$ cat src/rtl/dpram_port_responder_pkg.sv
// Shared types and default widths for the dual-port responder slice.
package dpram_resp_pkg;

    typedef enum logic {
        PORT_A = 1'b0,
        PORT_B = 1'b1
    } port_e;

    typedef enum logic {
        INIT = 1'b0,
        RUN  = 1'b1
    } state_e;

    localparam int DEF_ADDR_W = 8;
    localparam int DEF_DATA_W = 8;

    function automatic port_e other_port(input port_e p);
        return (p == PORT_A) ? PORT_B : PORT_A;
    endfunction

endpackage

$ cat src/rtl/dpram_port_responder_if.sv
// Two ram-style initiator ports (A and B) as seen by the memory responder.
interface dpram_port_if #(
    parameter int ADDR_W = 8,
    parameter int DATA_W = 8
);
    logic              req_a,    req_b;
    logic              we_a,     we_b;
    logic [ADDR_W-1:0] addr_a,   addr_b;
    logic [DATA_W-1:0] wdata_a,  wdata_b;
    logic              gnt_a,    gnt_b;
    logic              rvalid_a, rvalid_b;
    logic [DATA_W-1:0] rdata_a,  rdata_b;

    modport master (
        output req_a, req_b, we_a, we_b, addr_a, addr_b, wdata_a, wdata_b,
        input  gnt_a, gnt_b, rvalid_a, rvalid_b, rdata_a, rdata_b
    );

    modport slave (
        input  req_a, req_b, we_a, we_b, addr_a, addr_b, wdata_a, wdata_b,
        output gnt_a, gnt_b, rvalid_a, rvalid_b, rdata_a, rdata_b
    );
endinterface

$ cat src/rtl/dpram_port_responder_rr_arb2.sv
// Two-requester round-robin arbiter; grant is combinational, prio moves to the loser after each grant.
// Backpressure: a requester that loses simply keeps req high and wins the next cycle.
module rr_arb2
    import dpram_resp_pkg::*;
(
    input  logic       clk,
    input  logic       rst,
    input  logic [1:0] req,
    input  logic       en,
    output logic [1:0] gnt
);

    port_e prio;

    always_comb begin
        gnt = 2'b00;
        if (en) begin
            if (req == 2'b11) begin
                gnt = (prio == PORT_A) ? 2'b01 : 2'b10;
            end else begin
                gnt = req;
            end
        end
    end

    always_ff @(posedge clk) begin
        if (rst) begin
            prio <= PORT_A;
        end else if (gnt[0]) begin
            prio <= other_port(PORT_A);
        end else if (gnt[1]) begin
            prio <= other_port(PORT_B);
        end
    end

endmodule

$ cat src/rtl/dpram_port_responder.sv
// Shared single-port array serving ports A/B: clears itself after reset, then one access per cycle.
// Grant is 0-cycle, read data 1 cycle after grant; an ungranted port holds its request until gnt.
module dpram_port_responder
    import dpram_resp_pkg::*;
#(
    parameter int ADDR_W = DEF_ADDR_W,
    parameter int DATA_W = DEF_DATA_W,
    parameter int DEPTH  = 2**ADDR_W
) (
    input  logic         clk,
    input  logic         rst,
    dpram_port_if.slave  port,
    output logic         init_done
);

    state_e            state, next_state;
    logic [ADDR_W-1:0] init_cnt;
    logic [1:0]        gnt;
    logic              acc_we;
    logic [ADDR_W-1:0] acc_addr;
    logic [DATA_W-1:0] acc_wdata;
    logic [DATA_W-1:0] rd_word;
    logic              rvalid_a, rvalid_b;
    logic [DATA_W-1:0] rdata_a,  rdata_b;
    logic [DATA_W-1:0] mem [DEPTH];

    always_comb begin
        next_state = state;
        if (state == INIT && init_cnt == ADDR_W'(DEPTH - 1)) begin
            next_state = RUN;
        end
    end

    // init_done tracks the next state so it rises together with the first grantable cycle
    always_ff @(posedge clk) begin
        if (rst) begin
            state     <= INIT;
            init_cnt  <= '0;
            init_done <= 1'b0;
        end else begin
            state     <= next_state;
            init_done <= (next_state == RUN);
            if (state == INIT) begin
                init_cnt <= init_cnt + 1'b1;
            end
        end
    end

    rr_arb2 u_arb (
        .clk (clk),
        .rst (rst),
        .req ({port.req_b, port.req_a}),
        .en  (state == RUN),
        .gnt (gnt)
    );

    assign acc_we    = gnt[1] ? port.we_b    : port.we_a;
    assign acc_addr  = gnt[1] ? port.addr_b  : port.addr_a;
    assign acc_wdata = gnt[1] ? port.wdata_b : port.wdata_a;
    assign rd_word   = mem[acc_addr];

    always_ff @(posedge clk) begin
        if (state == INIT) begin
            mem[init_cnt] <= '0;
        end else if ((|gnt) && acc_we) begin
            mem[acc_addr] <= acc_wdata;
        end
    end

    always_ff @(posedge clk) begin
        if (rst) begin
            rvalid_a <= 1'b0;
            rvalid_b <= 1'b0;
            rdata_a  <= '0;
            rdata_b  <= '0;
        end else begin
            rvalid_a <= gnt[0] & ~port.we_a;
            rvalid_b <= gnt[1] & ~port.we_b;
            if (gnt[0] && !port.we_a) rdata_a <= rd_word;
            if (gnt[1] && !port.we_b) rdata_b <= rd_word;
        end
    end

    assign port.gnt_a    = gnt[0];
    assign port.gnt_b    = gnt[1];
    assign port.rvalid_a = rvalid_a;
    assign port.rvalid_b = rvalid_b;
    assign port.rdata_a  = rdata_a;
    assign port.rdata_b  = rdata_b;

endmodule

$ cat src/flat_wrapper.sv
// flat-port wrapper written by rule: the top's interface ports become plain ports
module dpram_port_responder_flat import dpram_resp_pkg::*;
#(
    parameter int ADDR_W = DEF_ADDR_W,
    parameter int DATA_W = DEF_DATA_W,
    parameter int DEPTH  = 2**ADDR_W
)
  (clk, rst, init_done, port_req_a, port_req_b, port_we_a, port_we_b, port_addr_a, port_addr_b, port_wdata_a, port_wdata_b, port_gnt_a, port_gnt_b, port_rvalid_a, port_rvalid_b, port_rdata_a, port_rdata_b);
  dpram_port_if #(.ADDR_W(ADDR_W), .DATA_W(DATA_W)) port_i ();
  input  logic clk;
  input  logic rst;
  output logic init_done;
  input wire logic [$bits(port_i.req_a)-1:0] port_req_a;
  input wire logic [$bits(port_i.req_b)-1:0] port_req_b;
  input wire logic [$bits(port_i.we_a)-1:0] port_we_a;
  input wire logic [$bits(port_i.we_b)-1:0] port_we_b;
  input wire logic [$bits(port_i.addr_a)-1:0] port_addr_a;
  input wire logic [$bits(port_i.addr_b)-1:0] port_addr_b;
  input wire logic [$bits(port_i.wdata_a)-1:0] port_wdata_a;
  input wire logic [$bits(port_i.wdata_b)-1:0] port_wdata_b;
  output wire logic [$bits(port_i.gnt_a)-1:0] port_gnt_a;
  output wire logic [$bits(port_i.gnt_b)-1:0] port_gnt_b;
  output wire logic [$bits(port_i.rvalid_a)-1:0] port_rvalid_a;
  output wire logic [$bits(port_i.rvalid_b)-1:0] port_rvalid_b;
  output wire logic [$bits(port_i.rdata_a)-1:0] port_rdata_a;
  output wire logic [$bits(port_i.rdata_b)-1:0] port_rdata_b;
  assign port_i.req_a = port_req_a;
  assign port_i.req_b = port_req_b;
  assign port_i.we_a = port_we_a;
  assign port_i.we_b = port_we_b;
  assign port_i.addr_a = port_addr_a;
  assign port_i.addr_b = port_addr_b;
  assign port_i.wdata_a = port_wdata_a;
  assign port_i.wdata_b = port_wdata_b;
  assign port_gnt_a = port_i.gnt_a;
  assign port_gnt_b = port_i.gnt_b;
  assign port_rvalid_a = port_i.rvalid_a;
  assign port_rvalid_b = port_i.rvalid_b;
  assign port_rdata_a = port_i.rdata_a;
  assign port_rdata_b = port_i.rdata_b;
  dpram_port_responder #(.ADDR_W(ADDR_W), .DATA_W(DATA_W), .DEPTH(DEPTH)) u_core (.clk(clk), .rst(rst), .port(port_i), .init_done(init_done));
endmodule
$ cat config.mk
export PLATFORM = sky130hd
export DESIGN_NAME = dpram_port_responder_flat
export DESIGN_NICKNAME = d
export VERILOG_FILES = /design/src/rtl/dpram_port_responder_pkg.sv /design/src/rtl/dpram_port_responder_if.sv /design/src/rtl/dpram_port_responder_rr_arb2.sv /design/src/rtl/dpram_port_responder.sv /design/src/flat_wrapper.sv
export SDC_FILE = /design/constraint.sdc
export NUM_CORES = 2
export LEC_CHECK = 0
export CELL_PAD_IN_SITES_DETAIL_PLACEMENT = 0
export CELL_PAD_IN_SITES_GLOBAL_PLACEMENT = 2
export CORE_MARGIN = 4
export CORE_UTILIZATION = 35
export CTS_CLUSTER_DIAMETER = 80
export DETAILED_ROUTE_END_ITERATION = 6
export GPL_ROUTABILITY_DRIVEN = 1
export PLACE_DENSITY = 0.65
export RECOVER_POWER = 25
export SETUP_SLACK_MARGIN = 0.05
export SYNTH_ARGS = -nofsm -noshare
export SYNTH_HDL_FRONTEND = slang
export SYNTH_SLANG_ARGS = --single-unit
$ cat constraint.sdc
create_clock -name clk -period 22.7 [get_ports clk]
set_input_delay 2.27 -clock clk [delete_from_list [all_inputs] [get_ports clk]]
set_output_delay 2.27 -clock clk [all_outputs]
set_load 0.03 [all_outputs]
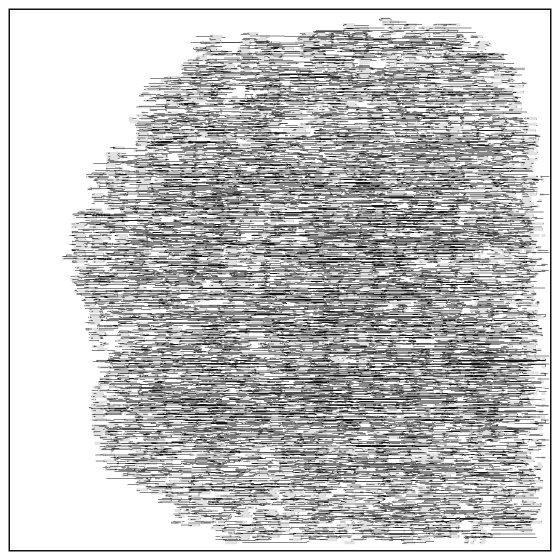
(met1 routing)
The wires run mostly horizontal. The longest straight run is 108 µm. The layer holds 42% of the routed length.
global routing met1 resource utilization: 36.1%
final WL: 331 mm
via count of the routed design: 55900

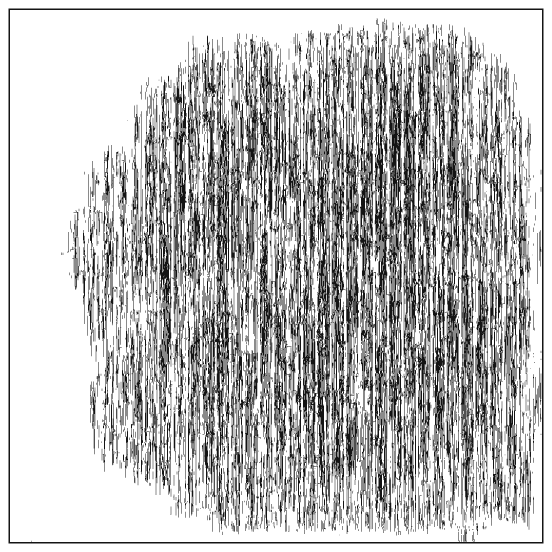
(signal wires on met2)
The wires run mostly vertical. The longest straight run is 178 µm.
met2 track demand over resource in global routing: 39.9%

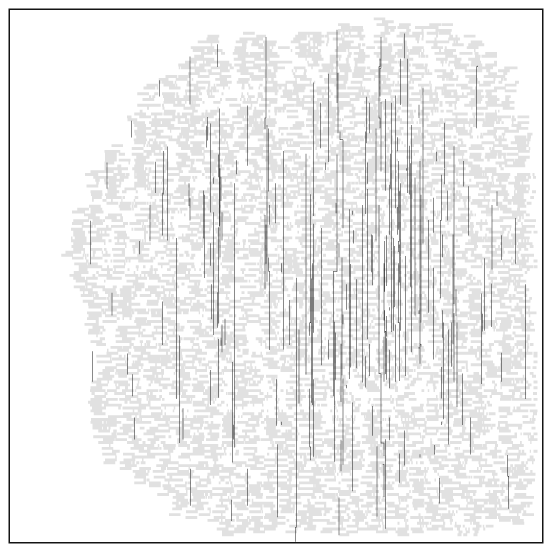
(M4 wires)
The layer carries 12400 µm of wire. The longest straight run is 249 µm. The layer holds 3.8% of the routed length. 115 nets have wire on it.

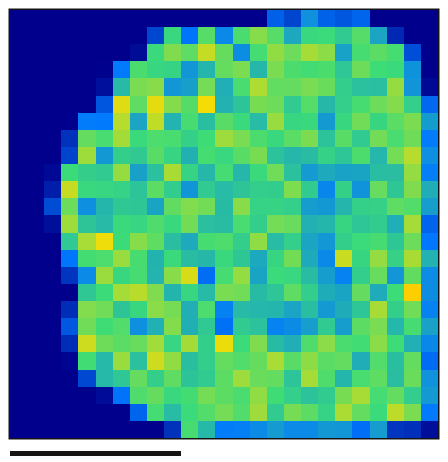
(local utilization)
Scale bar: 200 µm. The die is cut into 25 by 25 equal tiles; dark blue is low, red is high, 0 to 100% covered.
0.20% of the tiles are over 75% full. The mean over all tiles is 37%. 20% of the tiles are nearly empty. The fullest tile reaches 76%.
CORE AREA: 243000 µm²
final standard cell utilization of the core: 39.8%
starting utilization of the core area: 35.2%

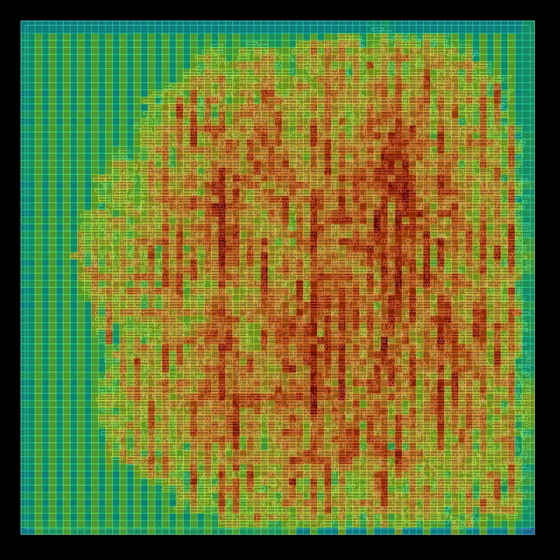
(routing congestion)
routed wirelength normalized by instance count: 35.7 µm
global routing usage on met3: 4.67%
global-route total usage across every layer: 25.7%
global route hottest layer: met2

==> notes.org <==
#+TITLE: Synthesis and PnR summary

** Logic synthesis
- In the Yosys report, the sequential cells make up 72.7% of the chip area.
- Warnings reported by Yosys during synthesis add up to 0.
- Yosys cell types :: 113
- Count of mapped cells out of synthesis :: 5834
- Share of Yosys cell area claimed by the top area cell type :: 72.0%
- In the post-synthesis netlist, the biggest area contributors are sky130_fd_sc_hd__edfxtp_1 72%, sky130_fd_sc_hd__nand2_1 3.6%, sky130_fd_sc_hd__a211oi_1 2.5%.
- Summing the areas of all and, or, nand and nor instances in the mapped netlist gives 10.1% of the synthesized area.
- Cell taking the most area after synthesis :: sky130_fd_sc_hd__edfxtp_1
- XOR/XNOR share of the synthesized area :: 0.0718%
- Yosys mapped a number of flops with a built-in enable equal to 2048.
- For reference, the top cells by count after synthesis are 2048 x sky130_fd_sc_hd__edfxtp_1, 811 x sky130_fd_sc_hd__nand2_1, 319 x sky130_fd_sc_hd__nor2_1.
- The synthesized netlist was found by Yosys to have 5834 cells.

** Min path
- Cell depth of the worst hold path :: 2
- Hold EP :: u_core.init_cnt[7]$_SDFFE_PP0N_
- STA lists the startpoint of the worst hold path as u_core.init_cnt[7]$_SDFFE_PP0N_.
- Kind of path behind the tightest hold check :: flop to flop

** Die
- Number of well-tap cells placed :: 3202
- 59 I/O pins were placed.
- Die footprint :: 252000 µm²

** Timing
- The final max-slew violation count recorded for this run is 631.
- For this run, the top clock speed supported by timing is 70.3 MHz.
- Pin slew with the least headroom to its limit :: 4900 ps
- Setup Skew :: 21.8 ps
- The final timing summary puts the cycle share of the worst path at 62.7%.
- Minimum clock period after layout :: 14230 ps
- Endpoints with negative setup slack in the final report add up to 0.
- The worst path meets setup with 8470 ps of slack.
- RSZ-0062 raised after global routing :: false

** Worst setup path
- Cell-by-cell listing of the critical path :: dlygate4sd3_1, and2_0, clkbuf_1, nand2_2, clkbuf_1, clkinv_1, clkbuf_1, nand2_1, a21oi_4, clkbuf_1, buf_4, buf_4
- Looking at the reg2reg group, the worst path starts from u_core.state$_SDFFE_PP0P_.
- Delay-heaviest family, CP :: buffers and inverters
- The critical path crosses 12 cells after its start point.
- R2r worst-path depth :: 11
- The timing report gives the worst reg2reg path a setup slack of 10260 ps.
- Reg2reg end :: u_core.mem[92][6]$_DFFE_PP_
- Data required, critical path :: 23190 ps
- Crit path launch type :: input pin
- The worst setup path is of the input pin to flop kind.
- For reference, the critical path is captured by u_core.mem[92][6]$_DFFE_PP_.
- STA classifies the critical path endpoint as a flop.
- The arrival time of data at the worst endpoint is listed as 14720 ps.

** Cells and area
- Most common cell after layout, fill and taps aside :: sky130_fd_sc_hd__edfxtp_1
- Clock tree buffers and inverters occupy 7.51% of the routed design's cell area.
- The final design was reported to hold multi-input combinational gates totalling 3312.
- Finished layout cell area :: 96700 µm²
- Number of flip-flops under the largest register name :: 2048
- Per the layout report, the design carries 259 clock buffers.
- Number of fill cells :: 22400
- Number of logic inverters in the finished layout :: 9
- At the end of the flow, the number of nets in the layout was 5898.
- Top library cells by usage in the layout, fill and taps aside :: 2048 x sky130_fd_sc_hd__edfxtp_1, 807 x sky130_fd_sc_hd__nand2_1, 313 x sky130_fd_sc_hd__nor2_1
- Dominant kind of cell :: sequential cells

** Power
- Share of total power consumed by net switching :: 22.7%
- Per the OpenROAD power report, leakage power amounts to 34.0 nW.
- Dominant power group :: registers
- Combinational group share of total power :: 4.9%
- Looking at the VDD voltage map, the peak drop is 0.0762 mV.
- Sequential cells consume a total of 4.15 mW.

** Placed design
- At the end of routability-driven placement, the weighted congestion stood at 0.868.
- STA on the placed design reports a worst setup slack of 13110 ps.
- The detailed placer reported the number of placed instances as 8842.

** Clock network
- TritonCTS created 217 clock buffers.
- The H-tree was split into 4 levels.
- Clock latency at the later pin of the worst-skew pair :: 870 ps
- Clock sinks :: 2076
- Setup Buffers After CTS :: 0

** Detailed routing
- Met2 wire len :: 151 mm
- Number of detailed-route iterations in the first pass :: 6
- Remaining antenna violation count :: 0
- Met3 routed wirelength :: 27.7 mm

** Outcome
- Status :: finished, violations left
- The final reports fail on max-capacitance violations, max-slew violations.

** GRT
- The number of global-route vias before repair was 53300.
- Entering global routing, the biggest net connects 193 pins.

** Job
- Number of max-capacitance violations reported :: 13
- OpenROAD warnings :: 55
Power figures rest on the tool's default switching activity, not on a simulated workload.
